[src/rtl/sm_route_sequencer.sv]
// Steps the line follower through a preloaded route of turn codes, counting debounced node crossings.
// Outputs are registered (one-edge latency); no backpressure, the follower consumes error_node/node every cycle.
module sm_route_sequencer #(
    parameter int ROUTE_DEPTH = 16,
    parameter int DEBOUNCE    = 1000,
    parameter int STOP_NODE   = 22,
    parameter int TURN_MAG    = 10
) (
    input  logic       clk_50,
    input  logic       reset,
    input  logic       start,
    input  logic       abort,
    input  logic       wr_en,
    input  logic [3:0] wr_addr,
    input  logic [1:0] wr_data,
    input  logic [4:0] route_len,
    input  logic       node_detected,
    output logic [7:0] error_node,
    output logic [5:0] node,
    output logic       busy,
    output logic       done,
    output logic [3:0] route_idx
);

    typedef enum logic [1:0] {S_IDLE, S_RUN, S_AT_NODE, S_DONE} state_t;

    localparam int          CW        = (DEBOUNCE > 1) ? $clog2(DEBOUNCE) : 1;
    localparam logic [CW-1:0] CNT_LAST = CW'(DEBOUNCE - 1);
    localparam logic [4:0]  DEPTH_LEN = 5'(ROUTE_DEPTH);
    localparam logic [5:0]  STOP_VAL  = 6'(STOP_NODE);
    localparam logic [7:0]  TURN_POS  = 8'(TURN_MAG);
    localparam logic [7:0]  TURN_NEG  = 8'(-TURN_MAG);

    state_t        state_q, state_d;
    logic [CW-1:0] cnt_q, cnt_d;
    logic [4:0]    len_q, len_d;
    logic [3:0]    idx_q, idx_d;
    logic [5:0]    node_q, node_d;
    logic [7:0]    err_q, err_d;

    logic [1:0]    route_mem [16];

    logic [1:0]    cur_code;
    logic          cur_halt;
    logic          cnt_hit;
    logic          node_entry;
    logic          node_exit;
    logic          last_entry;
    logic [4:0]    start_len;

    function automatic logic [7:0] turn_map(input logic [1:0] code);
        case (code)
            2'b01:   return TURN_POS;
            2'b10:   return TURN_NEG;
            default: return 8'h00;
        endcase
    endfunction

    assign cur_code   = route_mem[idx_q];
    assign cur_halt   = (cur_code == 2'b11);
    assign cnt_hit    = (cnt_q == CNT_LAST);
    assign node_entry = (state_q == S_RUN) && node_detected && cnt_hit;
    assign node_exit  = (state_q == S_AT_NODE) && !node_detected && cnt_hit;
    assign last_entry = (({1'b0, idx_q} + 5'd1) == len_q);
    assign start_len  = (route_len > DEPTH_LEN) ? DEPTH_LEN : route_len;

    // Table is deliberately outside the reset domain so a route survives a reset.
    always_ff @(posedge clk_50) begin
        if (wr_en && !busy) begin
            route_mem[wr_addr] <= wr_data;
        end
    end

    always_ff @(posedge clk_50) begin
        if (reset) begin
            state_q <= S_IDLE;
            cnt_q   <= '0;
            len_q   <= '0;
            idx_q   <= '0;
            node_q  <= '0;
            err_q   <= '0;
        end else begin
            state_q <= state_d;
            cnt_q   <= cnt_d;
            len_q   <= len_d;
            idx_q   <= idx_d;
            node_q  <= node_d;
            err_q   <= err_d;
        end
    end

    always_comb begin
        state_d = state_q;
        if (abort) begin
            state_d = S_IDLE;
        end else begin
            case (state_q)
                S_IDLE, S_DONE: if (start) state_d = (start_len == 5'd0) ? S_DONE : S_RUN;
                S_RUN:          if (node_entry) state_d = cur_halt ? S_DONE : S_AT_NODE;
                S_AT_NODE:      if (node_exit) state_d = last_entry ? S_DONE : S_RUN;
                default:        state_d = S_IDLE;
            endcase
        end
    end

    always_comb begin
        cnt_d  = cnt_q;
        len_d  = len_q;
        idx_d  = idx_q;
        node_d = node_q;
        err_d  = err_q;
        if (abort) begin
            cnt_d  = '0;
            idx_d  = '0;
            node_d = '0;
            err_d  = '0;
        end else begin
            case (state_q)
                S_IDLE, S_DONE: begin
                    cnt_d = '0;
                    if (start) begin
                        len_d = start_len;
                        idx_d = '0;
                        if (start_len == 5'd0) begin
                            node_d = STOP_VAL;
                            err_d  = '0;
                        end else begin
                            node_d = '0;
                            err_d  = turn_map(route_mem[4'd0]);
                        end
                    end
                end
                S_RUN: begin
                    err_d = turn_map(cur_code);
                    cnt_d = (node_detected && !cnt_hit) ? cnt_q + CW'(1) : '0;
                    if (node_entry) begin
                        node_d = node_q + 6'd1;
                        if (cur_halt) begin
                            node_d = STOP_VAL;
                            err_d  = '0;
                        end
                    end
                end
                S_AT_NODE: begin
                    cnt_d = (!node_detected && !cnt_hit) ? cnt_q + CW'(1) : '0;
                    if (node_exit) begin
                        if (last_entry) begin
                            node_d = STOP_VAL;
                            err_d  = '0;
                        end else begin
                            idx_d = idx_q + 4'd1;
                        end
                    end
                end
                default: cnt_d = '0;
            endcase
        end
    end

    always_comb begin
        busy       = (state_q == S_RUN) || (state_q == S_AT_NODE);
        done       = (state_q == S_DONE);
        error_node = err_q;
        node       = node_q;
        route_idx  = idx_q;
    end

endmodule

[config.mk]
export PLATFORM = sky130hd
export DESIGN_NAME = sm_route_sequencer
export DESIGN_NICKNAME = d
export VERILOG_FILES = /design/src/rtl/sm_route_sequencer.sv
export SDC_FILE = /design/constraint.sdc
export NUM_CORES = 1
export LEC_CHECK = 0
export CORE_ASPECT_RATIO = 1.5
export CORE_MARGIN = 2
export CORE_UTILIZATION = 25
export CTS_CLUSTER_SIZE = 16
export DETAILED_ROUTE_END_ITERATION = 16
export HOLD_SLACK_MARGIN = 0.03
export PLACE_DENSITY = 0.51
export SKIP_CTS_REPAIR_TIMING = 1
export SYNTH_ARGS = -nofsm -noshare
export SYNTH_HDL_FRONTEND = slang
export SYNTH_SLANG_ARGS = --single-unit
[constraint.sdc]
create_clock -name clk_50 -period 3.2 [get_ports clk_50]
set_input_delay 0.64 -clock clk_50 [delete_from_list [all_inputs] [get_ports clk_50]]
set_output_delay 0.64 -clock clk_50 [all_outputs]
set_load 0.05 [all_outputs]
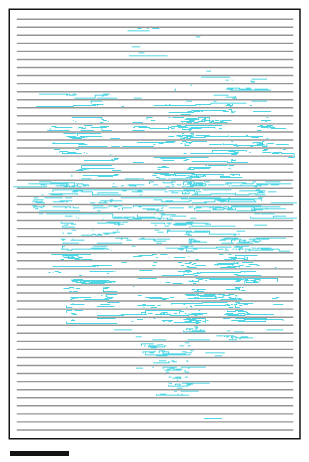
*Metal 1*
Scale bar: 20 um. Supply wires on this layer in grey.
nets with wire on the layer: 334
main direction: horizontal
wire length on this layer: 3090 um
share of all routed wire: 41%
longest straight run: 38.2 um
DRT Wirelength: 7610 um
met1 usage: 12.9%
via count: 2453

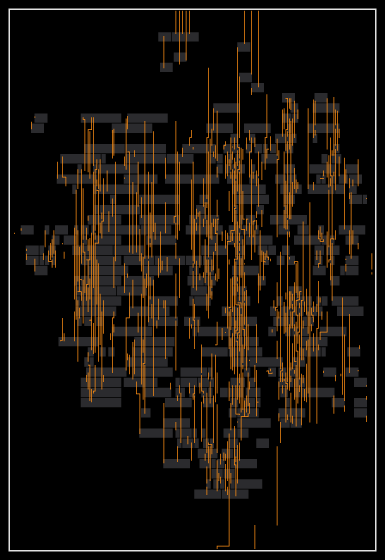
*Signal wires on met2*
Cells faint in the background.
wire length on this layer: 4060 um
longest straight run: 58.8 um
share of all routed wire: 53%
met2 Track Usage GR: 20.8%

==> results.json <==
{
  "critPathCaptureType": "output pin",
  "dieArea_um2": 14100,
  "cp_max_fo": 5,
  "flop_cell": "dfxtp_1",
  "placed_area_um2": 3800,
  "portBuffers": 35,
  "power_frac_clock_pct": 45.3,
  "drt-met1-wl_um": 3090,
  "cp_data_required_time_ps": 2560,
  "warnings": 31,
  "ys_top_cells_by_count": "nor2_1, dfxtp_1, edfxtp_1",
  "io_pins": 37,
  "h-tree-depth": 3,
  "p_seq_share_pct": 46.1,
  "drc_errors": 0,
  "synth.area.top_cells": "edfxtp_1, dfxtp_1, mux4_2",
  "wl_per_cell_um": 15.0,
  "status": "completed",
  "dr.pass1.iters": 4,
  "met2_length_um": 4060,
  "ys_async_sr_fraction_pct": 0,
  "syn_avg_cell_area_um2": 10.7,
  "hold_end": "cnt_q[0]",
  "slew_violations": 0,
  "die_x_um": 97.7,
  "grt_pass1_vias": 2440,
  "cts.sinks": 66,
  "cp_num_buf_inv": 3,
  "ys_area_um2": 3290,
  "yosys.stat.seqShare_pct": 49.9,
  "lay_top_cells": "nor2_1, clkdlybuf4s50_1, dfxtp_1",
  "cpPeakStageDelay_ps": 850,
  "min_path_cells": 1,
  "fp_nets": 336,
  "area_delta_synth_final_pct": 23.8,
  "place_hpwl_um": 5780,
  "critPathMostFrequentCell": "inv_1",
  "top_area_cell": "edfxtp_1",
  "globalRouteOverflowTotal": 0,
  "grt_max_degree": 19,
  "crit_arrival_ps": 2100,
  "final_cell_area_um2": 4070,
  "rr_endpoint": "node[5]",
  "path_delay_family": "buffers and inverters",
  "fin_tns_setup_ps": 0,
  "wl_met3_um": 331,
  "finalClockPeriodUsage_pct": 85.5,
  "lay_top_count": "nor2_1",
  "antenna_cells": 0,
  "vias_per_cell": 4.82,
  "nNetsFinal": 373
}
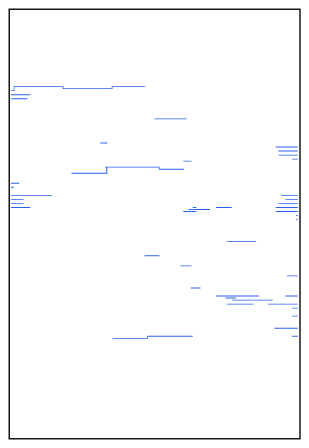
*The metal 3 layer*
share of all routed wire: 4.4%
main direction: horizontal
nets with wire on the layer: 37
wire length on this layer: 331 um
M3 GR Usage: 2.66%

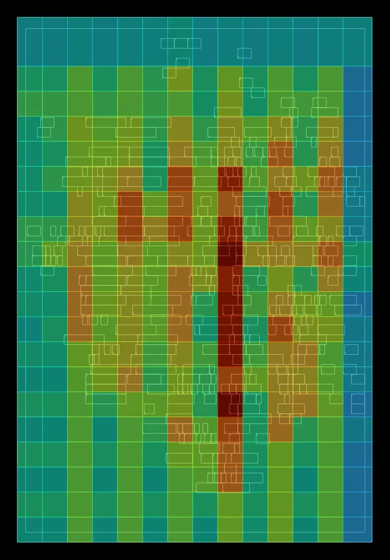
*Routing congestion*
GRT Overall Usage: 11.5%
Final Core Density: 31.4%

state kept, by name, summed over array words and instances, names as in the netlist, named ones only:
| name | count |
|---|---|
| route_mem | 32 |
| cnt_q | 10 |
| node | 6 |
| len_q | 5 |
| route_idx | 4 |
| error_node | 3 |
| state_q | 2 |
cell type report:
class                   count  area, um^2
inverters                  10        37.5
clock buffers               9         225
clock inverters             7        45.0
repair buffers             39         380
flip-flops and latches     66        1640
well taps                 159         199
fillers                  1322        8880
multi-input cells         219        1550
layer usage:
metal  vias to the layer above  track usage [%]
li1                       1204                -
met1                      1186             12.9
met2                        55             20.8
met3                         8             2.66
met4                         0             4.90
met5                         -                0
logic make-up after synthesis:
kind of cell,Yosys count,share of synthesized area [%]
AND/OR/NAND/NOR,119,18.4
flip-flops,66,49.9
AND-OR/OR-AND,60,12.5
buffers and inverters,23,3.19
XOR/XNOR,14,3.72
multiplexers,14,8.10
adder cells (fa/ha/maj),11,4.18
other,1,0.114
worst max path at each step:
stage | start | end | slack (ps) | cells past startpoint
finish | state_q[0] | busy | 460 | 4
global route | flip-flop | node[5] | 260 | 7
CTS | state_q[0] | busy | 460 | 4
detailed placement | flip-flop | node[5] | 460 | 7
global placement | flip-flop | node[5] | 520 | 7
floorplan | flip-flop | node[0] | 530 | 7
through the flow:
stage	power, mW	setup slack [ps]	hold WS, ps	cells
4_1_cts	1.98	455	453	509
6_report	1.96	464	450	509
5_1_grt	2.04	261	505	509
3_3_place_gp	1.09	521	430	493
2_1_floorplan	1.02	528	418	308
3_5_place_dp	1.09	462	447	493
power groups by stage:
stage	combinational (mW)	sequential (mW)	clock, mW
after global placement	0.167	0.922	0
after CTS	0.169	0.904	0.909
after floorplan	0.0974	0.927	0
after detailed placement	0.168	0.922	0
final	0.168	0.904	0.888
after global routing	0.183	0.905	0.951
Power is estimated from default activity; no workload was simulated.
